==> config.mk <==
export PLATFORM = sky130hd
export DESIGN_NAME = div_ratio_ctrl
export DESIGN_NICKNAME = d
export VERILOG_FILES = /design/src/rtl/div_ratio_ctrl_pkg.sv /design/src/rtl/div_phase_gen.sv /design/src/rtl/div_ratio_ctrl.sv
export SDC_FILE = /design/constraint.sdc
export NUM_CORES = 1
export LEC_CHECK = 0
export CORE_UTILIZATION = 39
export DETAILED_ROUTE_END_ITERATION = 6
export SKIP_LAST_GASP = 1
export SYNTH_ARGS = -nofsm -noshare
export SYNTH_HDL_FRONTEND = slang
export SYNTH_SLANG_ARGS = --single-unit
==> constraint.sdc <==
create_clock -name clk_i -period 3.1 [get_ports clk_i]
set_input_delay 0.62 -clock clk_i [delete_from_list [all_inputs] [get_ports clk_i]]
set_output_delay 0.62 -clock clk_i [all_outputs]
set_load 0.005 [all_outputs]
==> src/rtl/div_ratio_ctrl_pkg.sv <==
// Shared constants, FSM encoding and tick mask helper for the ADPLL divide-ratio controller.
package div_ratio_ctrl_pkg;

    localparam int PHASE_W = 3;
    localparam logic [PHASE_W-1:0] PHASE_MAX = 3'd7;

    localparam logic [1:0] SEL_DIV1 = 2'd0;
    localparam logic [1:0] SEL_DIV2 = 2'd1;
    localparam logic [1:0] SEL_DIV4 = 2'd2;
    localparam logic [1:0] SEL_DIV8 = 2'd3;

    typedef enum logic [1:0] {
        ST_IDLE       = 2'd0,
        ST_WAIT_ALIGN = 2'd1,
        ST_SETTLE     = 2'd2
    } state_e;

    // Low sel bits of the phase that must all be set for a tick: (1<<sel)-1.
    function automatic logic [PHASE_W-1:0] sel_mask(input logic [1:0] sel);
        logic [PHASE_W:0] m;
        m = (4'd1 << sel) - 4'd1;
        return m[PHASE_W-1:0];
    endfunction

endpackage

==> src/rtl/div_phase_gen.sv <==
// Free-running 3-bit phase counter with tick decode at the selected ratio.
// Counter clears and holds at 0 while disabled; tick is combinational from registers.
module div_phase_gen
    import div_ratio_ctrl_pkg::*;
(
    input  logic               clk_i,
    input  logic               reset_n_i,
    input  logic               enable_i,
    input  logic [1:0]         sel_i,
    output logic [PHASE_W-1:0] cnt_o,
    output logic               tick_o
);

    logic [PHASE_W-1:0] cnt_q;
    logic [PHASE_W-1:0] cnt_d;
    logic [PHASE_W-1:0] mask;

    always_comb begin
        cnt_d = '0;
        if (enable_i) begin
            cnt_d = cnt_q + 3'd1;
        end
    end

    always_ff @(posedge clk_i or negedge reset_n_i) begin
        if (!reset_n_i) begin
            cnt_q <= '0;
        end else begin
            cnt_q <= cnt_d;
        end
    end

    assign mask   = sel_mask(sel_i);
    assign cnt_o  = cnt_q;
    assign tick_o = enable_i & ((cnt_q & mask) == mask);

endmodule

==> src/rtl/div_ratio_ctrl.sv <==
// ADPLL divide-ratio scheduler: req/ack ratio changes committed only at the /8 boundary.
// Commit 1..8 cycles after request, ack SETTLE_CYCLES later; requests while busy are dropped.
module div_ratio_ctrl
    import div_ratio_ctrl_pkg::*;
#(
    parameter int unsigned SETTLE_CYCLES = 4,
    parameter int unsigned SEL_RESET     = 0
) (
    input  logic               clk_i,
    input  logic               reset_n_i,
    input  logic               enable_i,
    input  logic               req_i,
    input  logic [1:0]         req_sel_i,
    output logic               ack_o,
    output logic               busy_o,
    output logic [1:0]         sel_o,
    output logic               tick_o,
    output logic [PHASE_W-1:0] phase_o
);

    state_e     state_q, state_d;
    logic [1:0] sel_q, sel_d;
    logic [1:0] pend_q, pend_d;
    logic [3:0] settle_q, settle_d;
    logic       ack_q, ack_d;
    logic       commit;

    div_phase_gen u_phase (
        .clk_i     (clk_i),
        .reset_n_i (reset_n_i),
        .enable_i  (enable_i),
        .sel_i     (sel_q),
        .cnt_o     (phase_o),
        .tick_o    (tick_o)
    );

    // A frozen counter is already aligned, so disabling forces the commit.
    assign commit = !enable_i || (phase_o == PHASE_MAX);

    always_comb begin
        state_d  = state_q;
        sel_d    = sel_q;
        pend_d   = pend_q;
        settle_d = settle_q;
        ack_d    = 1'b0;
        case (state_q)
            ST_IDLE: begin
                if (req_i) begin
                    if (req_sel_i == sel_q) begin
                        ack_d = 1'b1;
                    end else begin
                        pend_d  = req_sel_i;
                        state_d = ST_WAIT_ALIGN;
                    end
                end
            end
            ST_WAIT_ALIGN: begin
                if (commit) begin
                    sel_d    = pend_q;
                    settle_d = 4'(SETTLE_CYCLES - 1);
                    state_d  = ST_SETTLE;
                end
            end
            ST_SETTLE: begin
                if (settle_q == 4'd0) begin
                    state_d = ST_IDLE;
                    ack_d   = 1'b1;
                end else begin
                    settle_d = settle_q - 4'd1;
                end
            end
            default: begin
                state_d = ST_IDLE;
            end
        endcase
    end

    always_ff @(posedge clk_i or negedge reset_n_i) begin
        if (!reset_n_i) begin
            state_q  <= ST_IDLE;
            sel_q    <= 2'(SEL_RESET);
            pend_q   <= '0;
            settle_q <= '0;
            ack_q    <= 1'b0;
        end else begin
            state_q  <= state_d;
            sel_q    <= sel_d;
            pend_q   <= pend_d;
            settle_q <= settle_d;
            ack_q    <= ack_d;
        end
    end

    assign ack_o  = ack_q;
    assign busy_o = (state_q != ST_IDLE);
    assign sel_o  = sel_q;

endmodule

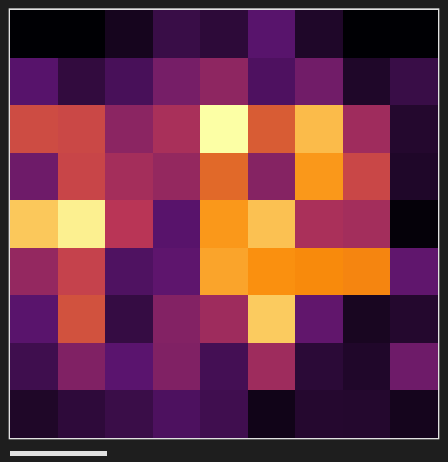
*Signal metal coverage by tile*
Bar = 10 um. 9 x 9 tiles, from black (low) to pale yellow (high), scaled to the fullest tile. Values are wire area over tile area, all layers added.
fullest tile: 0.29
emptiest ninth of the die: lower right
tiles over half the peak: 25%
nearly empty tiles: 6.2%

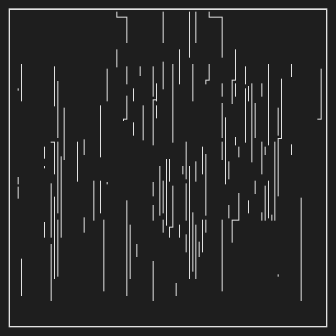
*The metal 2 layer*
longest straight run: 15.6 um
wire length on this layer: 532 um
share of all routed wire: 43%
nets with wire on the layer: 76

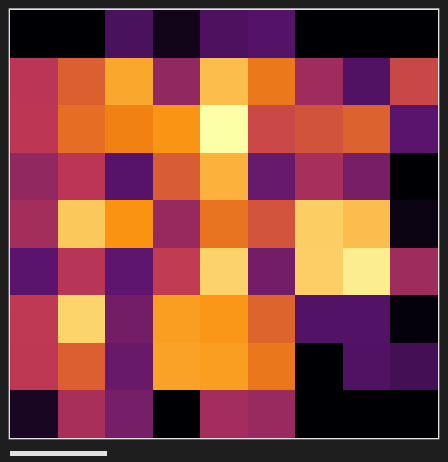
*Local utilization*
Bar = 10 um. 9 x 9 tiles, from black (low) to pale yellow (high), 0 to 100% covered.
tiles over 75% full: 21%
nearly empty tiles: 15%
fullest tile: 100%
mean over tiles: 44%
emptiest ninth of the die: lower right

==> out/metrics.cfg <==
[outcome]
status = finished, final reports clean

[clocking]
cts_resized = 0
htreeDepth = 1
clock_path_buffers = 2
clk_latency_ns = 0.28
root_buffer = clkbuf_4
cts_made_buffers = 3
cts_tree = built
clock-sinks = 14
cts_setup_buffers = 0

[final_layout]
fin_nets = 91
comb-cell-share = 0.3599
clk_share = 0.04125
final_util = 0.5579
antenna_cells = 0
largest_register_ffs = 4
design_area_um2 = 879.6
nonClkBufAreaFrac = 0.1479
n_all_buffers = 13
drive_gt1_frac = 0.06173
stdcell_count = 97
lay_top_count = dfrtp_1

[global_routing]
grt_use_met3 = 0.02449
overflow = 0
grt_pass1_vias = 477
use_met2 = 0.2382
grt_max_degree = 15

[pwr]
clockPowerShare = 0.179
pg_comb_uw = 282
power.total_uw = 732.3
vdd_ir_drop_max_v = 0.0003537
p_clk_uw = 131

[placed_design]
numPlacedInstances = 93
gp_routability_congestion = 0.7586
io_buffers = 13

[critical_path]
critPathSlowestCell = clkdlybuf4s50_1
arrival_ns = 1.93
worstSetupStartpointType = primary input
r2r-start = u_phase.cnt_o[0]$_DFF_PN0_
r2r_slack_ns = 1.45
cp_cell_sequence = clkdlybuf4s50_1, inv_1, a221oi_1, clkdlybuf4s50_1
r2r_end = sel_o[0]$_DFFE_PN0P_
cp_num_cells = 4
worstRegToRegCells = 5
setup.worst_path.class = in2out

[synth]
top_logic_kind = AND-OR/OR-AND gates
ys_seq_share = 0.5054
avgSynthCellArea_um2 = 10.83
ys_sh_adder = 0.05415
top_cell = dfrtp_1
ys_types = 23
top_cells_by_area = dfrtp_1 (51%), mux2_1 (6.5%), ha_1 (5.4%)
edf_count = 0
common_cells = dfrtp_1 (14), inv_1 (7), mux2_1 (4), nand2b_1 (4), nor2_1 (4)
ys_seq_elements = 14
ys_area_um2 = 693.2
yosysTopAreaCell = dfrtp_1
yosys.area.top_type_share = 0.5054
ys_cells = 64
mux_area_frac = 0.06498

[routing]
wl_met3_um = 38
firstDrtPassIters = 4
wl_per_cell_um = 12.75

[final_timing]
min_period_over_period = 0.8239
hold_violations = 0
worst_pin_slew_ns = 0.6309
holdWs_ns = 0.4871
finalSetupTns_ns = 0
finalSetupViolCount = 0
finalClockSkew_ns = 0.004902
fmax_mhz = 391.5
drv_slew = 0
rsz0062_at_grt = no

[die]
die_w_um = 44.16
io_pins = 14
initCoreUtil = 0.4397
core-area_um2 = 1577

[min_path]
min_from = settle_q[0]$_DFFE_PN0P_

